**src/rtl/mem_arb_pkg.sv**
```systemverilog
// Shared definitions for the instruction/data memory port arbiter.
//   arb_state_e : sequencer state encoding (3 bits)
//   NOP_INSTR   : instruction shown to the decoder while no fetch has landed
package mem_arb_pkg;

  typedef enum logic [2:0] {
    IDLE   = 3'd0,
    FETCH  = 3'd1,
    DECODE = 3'd2,
    DATA   = 3'd3,
    COMMIT = 3'd4,
    ERROR  = 3'd5
  } arb_state_e;

  // addi x0, x0, 0 -- decodes as no load and no store
  localparam logic [31:0] NOP_INSTR = 32'h0000_0013;

endpackage

```
**src/rtl/mem_arb_watchdog.sv**
```systemverilog
// Request watchdog: counts consecutive cycles with an outstanding request
// and no acknowledge.
//   clk, reset : clock, async active-low reset
//   en         : request pending this cycle and not acknowledged
//   clr        : restart the count (ack seen or no request)
//   expired    : this is the TIMEOUT-th unacknowledged cycle; never set when
//                TIMEOUT==0
module mem_arb_watchdog #(
  parameter int unsigned TIMEOUT = 255
) (
  input  logic clk,
  input  logic reset,
  input  logic en,
  input  logic clr,
  output logic expired
);

  localparam int CW = (TIMEOUT > 1) ? $clog2(TIMEOUT) : 1;
  // Count value seen during the last allowed wait cycle
  localparam logic [CW-1:0] LAST = (TIMEOUT > 0) ? CW'(TIMEOUT - 1) : '0;

  logic [CW-1:0] count;

  always_ff @(posedge clk or negedge reset) begin
    if (!reset)      count <= '0;
    else if (clr)    count <= '0;
    else if (en)     count <= count + 1'b1;
  end

  // Flag during the cycle whose closing edge would make the count hit TIMEOUT,
  // so the sequencer leaves on exactly that edge.
  assign expired = (TIMEOUT != 0) && en && (count == LAST);

endmodule

```
**src/rtl/mem_port_arbiter.sv**
```systemverilog
// Shares one single-ported, variable-latency memory between the core's
// instruction fetch and its load/store access. Each instruction is sequenced
// fetch -> decode -> optional data access -> one commit cycle.
//   clk, reset          : clock, async active-low reset
//   core_instr_addr     : PC (stable while stall=1)
//   core_instr          : registered fetched instruction for the decoder
//   core_data_addr      : load/store address
//   core_should_read/
//   core_should_write   : decoded memory access (write wins if both)
//   core_write_data     : store data
//   core_hold           : core cannot commit this cycle
//   core_read_data      : registered load data
//   stall               : core must not update PC/registers/memory
//   mem_req/we/addr/
//   wdata/ack/rdata     : memory req/ack handshake
//   bus_error           : sticky watchdog error (cleared only by reset)
module mem_port_arbiter
  import mem_arb_pkg::*;
#(
  parameter int unsigned ADDR_W  = 32,
  parameter int unsigned DATA_W  = 32,
  parameter int unsigned TIMEOUT = 255
) (
  input  logic              clk,
  input  logic              reset,
  input  logic [ADDR_W-1:0] core_instr_addr,
  output logic [DATA_W-1:0] core_instr,
  input  logic [ADDR_W-1:0] core_data_addr,
  input  logic              core_should_read,
  input  logic              core_should_write,
  input  logic [DATA_W-1:0] core_write_data,
  input  logic              core_hold,
  output logic [DATA_W-1:0] core_read_data,
  output logic              stall,
  output logic              mem_req,
  output logic              mem_we,
  output logic [ADDR_W-1:0] mem_addr,
  output logic [DATA_W-1:0] mem_wdata,
  input  logic              mem_ack,
  input  logic [DATA_W-1:0] mem_rdata,
  output logic              bus_error
);

  arb_state_e state;
  logic       in_fetch, in_data;
  logic       mem_access;
  logic       wd_en, wd_expired;

  assign in_fetch   = (state == FETCH);
  assign in_data    = (state == DATA);
  assign mem_access = core_should_read | core_should_write;

  // Request side is a pure decode of the state register, so an async reset
  // drops mem_req immediately; core inputs are stable while stalled, which
  // keeps addr/we/wdata steady until the ack.
  assign mem_req   = in_fetch | in_data;
  assign mem_we    = in_data & core_should_write;
  assign mem_addr  = in_fetch ? core_instr_addr :
                     in_data  ? core_data_addr  : '0;
  assign mem_wdata = in_data ? core_write_data : '0;
  assign bus_error = (state == ERROR);

  // Only two places let the core advance: a non-memory instruction in decode,
  // or the commit slot after its data access. Both gated by core_hold.
  always_comb begin
    stall = 1'b1;
    case (state)
      DECODE:  if (!core_hold && !mem_access) stall = 1'b0;
      COMMIT:  if (!core_hold)                stall = 1'b0;
      default: stall = 1'b1;
    endcase
  end

  assign wd_en = mem_req & ~mem_ack;

  mem_arb_watchdog #(.TIMEOUT(TIMEOUT)) u_watchdog (
    .clk     (clk),
    .reset   (reset),
    .en      (wd_en),
    .clr     (~wd_en),
    .expired (wd_expired)
  );

  always_ff @(posedge clk or negedge reset) begin
    if (!reset) begin
      state          <= IDLE;
      core_instr     <= DATA_W'(NOP_INSTR);
      core_read_data <= '0;
    end else begin
      case (state)
        IDLE:   state <= FETCH;
        FETCH: begin
          if (mem_ack) begin
            core_instr <= mem_rdata;
            state      <= DECODE;
          end else if (wd_expired) begin
            state <= ERROR;
          end
        end
        DECODE: begin
          if (!core_hold) state <= mem_access ? DATA : FETCH;
        end
        DATA: begin
          if (mem_ack) begin
            if (core_should_read && !core_should_write) core_read_data <= mem_rdata;
            state <= COMMIT;
          end else if (wd_expired) begin
            state <= ERROR;
          end
        end
        COMMIT: if (!core_hold) state <= FETCH;
        ERROR:  state <= ERROR;
        default: state <= IDLE;
      endcase
    end
  end

endmodule

```
**config.mk**
```make
export PLATFORM = sky130hd
export DESIGN_NAME = mem_port_arbiter
export DESIGN_NICKNAME = d
export VERILOG_FILES = /design/src/rtl/mem_arb_pkg.sv /design/src/rtl/mem_arb_watchdog.sv /design/src/rtl/mem_port_arbiter.sv
export SDC_FILE = /design/constraint.sdc
export NUM_CORES = 1
export LEC_CHECK = 0
export CORE_ASPECT_RATIO = 2
export CORE_MARGIN = 2
export CORE_UTILIZATION = 36
export DETAILED_ROUTE_END_ITERATION = 16
export PLACE_DENSITY = 0.82
export SYNTH_ARGS = -nofsm -noshare
export SYNTH_HDL_FRONTEND = slang
export SYNTH_SLANG_ARGS = --single-unit
```
**constraint.sdc**
```tcl
create_clock -name clk -period 5.1 [get_ports clk]
set_clock_uncertainty 0.15 [all_clocks]
set_input_delay 1.53 -clock clk [delete_from_list [all_inputs] [get_ports clk]]
set_output_delay 1.53 -clock clk [all_outputs]
set_load 0.02 [all_outputs]
```
### Placement view

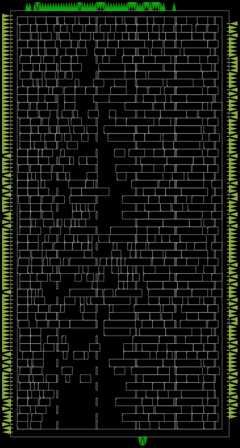
Cell Rows: 53
Post-Layout Cell Count: 713

### The metal 4 layer

Scale bar: 20 um.
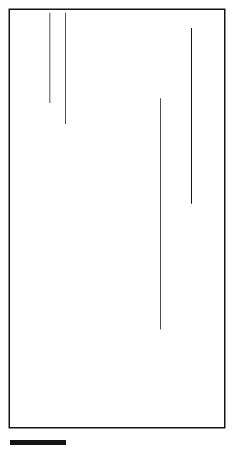
wire length on this layer: 216 um
share of all routed wire: 1.8%
main direction: vertical
longest straight run: 82.3 um
nets with wire on the layer: 4
vias after detailed routing: 3,369
total wirelength of the detailed-routed design: 12,170 um

### Selected gate families

Scale bar: 20 um.
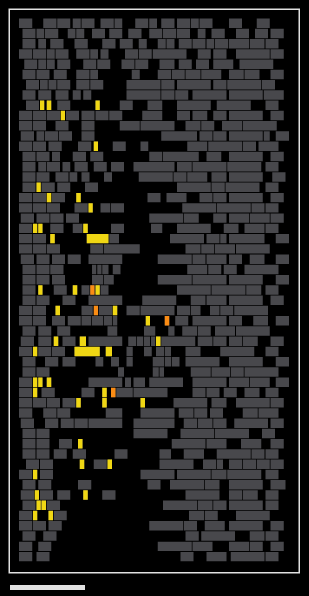
| color | family | cells | most used |
|---|---|---|---|
| yellow | NOR gates | 44 | nor2_1 |
| orange | inverters | 4 | inv_1 |

==> results.cfg <==
; physical design summary
[worst_setup_path]
worst-endpoint-arrival_ns = 2.98
worst_r2r_path_depth = 5
timing.critical_path.slowest_stage_cell = clkdlybuf4s50_1
critPathMaxStageDelay_ns = 0.58
r2r-start = state[1]

[timing]
transition_time_at_the_pin_with_the_least_slew_margin_ns = 0.9045
final.hold.worst_slack_ns = 0.3467
post-route-min-period_ns = 4.656
timing_limited_maximum_frequency_mhz = 214.8

[placed_design]
place_area_mm2 = 0.006559

[grt]
use_met1_pct = 26.00
grt_pass1_wl_um = 18720

[layout]
n_clock_buffer = 10
final-nonclk-buf-share_pct = 39.21
diodes_inserted = 0
finalCoreUtilization_pct = 66.56
number_of_sequential_cells = 75

[clock_tree]
root_buffer = clkbuf_16
cts.path.max_buffers = 2
cts_inserted_buffers = 9

[drt]
dr_top_layer = met4
detail_route.first_pass.iterations = 5

[floorplanning]
fp_util_pct = 36.60

[run_status]
outcome = finished, final reports clean
### Cell classes on the final placement

Scale bar: 20 um. Fill, decap, tap and diode cells in gray.
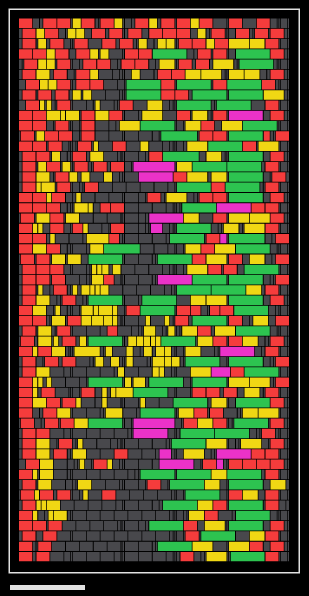
| color | class | cells |
|---|---|---|
| magenta | clock drivers and dummy loads | 16 |
| yellow | all other logic | 213 |
| green | flip-flops | 75 |
| red | other buffers and delay cells | 272 |

### Signal wires by layer

Scale bar: 20 um.
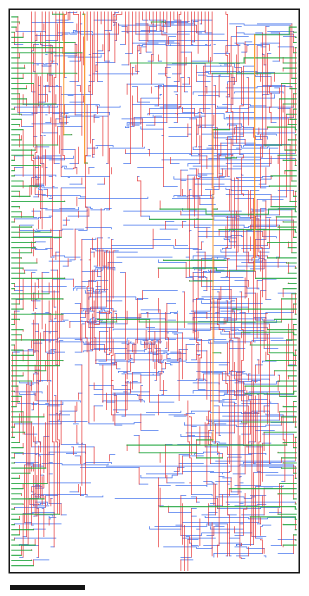
| color | layer | wire length |
|---|---|---|
| orange | met4 | 216 um |
| green | met3 | 1,300 um |
| red | met2 | 5,840 um |
| blue | met1 | 4,820 um |
overall fraction of global-route tracks in use: 21.62%
routed length per instance: 17.07 um

-- state kept, by name, indices dropped and copies added, names as in the netlist --
signal / flops
core_read_data: 32
u_watchdog.count: 8
state: 3
core_instr: 32
-- worst min path at each step --
stage | endpoint | start
4_1_cts | u_watchdog.count[0] | u_watchdog.count[0]
3_3_place_gp | u_watchdog.count[0] | u_watchdog.count[0]
3_5_place_dp | u_watchdog.count[0] | u_watchdog.count[0]
2_1_floorplan | u_watchdog.count[0] | u_watchdog.count[0]
6_report | u_watchdog.count[0] | u_watchdog.count[0]
5_1_grt | core_instr[27] | core_instr[27]
-- report_power, final --
group / internal (mW) / total (mW) / switching (mW)
combinational: 1.26 / 2.43 / 1.17
clock: 0.442 / 0.680 / 0.238
sequential: 0.867 / 1.03 / 0.166
-- cells in the mapped netlist --
library cell / instances / area [um2]
a21oi_1: 3 / 15.01
a311o_1: 1 / 10.01
and2_1: 33 / 206.5
and2b_2: 1 / 8.760
buf_2: 4 / 20.02
buf_4: 3 / 22.52
buf_6: 3 / 33.78
clkbuf_1: 8 / 30.03
dfrtp_1: 72 / 1802
dfstp_2: 3 / 78.83
ha_1: 2 / 25.02
inv_1: 4 / 15.01
mux2_2: 34 / 382.9
mux2_4: 30 / 450.4
mux2i_1: 32 / 320.3
nand2_1: 5 / 18.77
nand2b_1: 4 / 25.02
nand3_1: 4 / 20.02
nand4_1: 1 / 6.260
nand4b_1: 1 / 8.760
nor2_1: 40 / 150.1
nor3_1: 2 / 10.01
nor3_2: 1 / 10.01
nor3b_4: 1 / 18.77
o211a_1: 1 / 10.01
o21ai_0: 4 / 20.02
o221ai_1: 1 / 8.760
o31ai_1: 1 / 7.510
or2_2: 1 / 6.260
or3_1: 3 / 18.77
xnor2_1: 1 / 8.760
xor2_1: 2 / 17.52
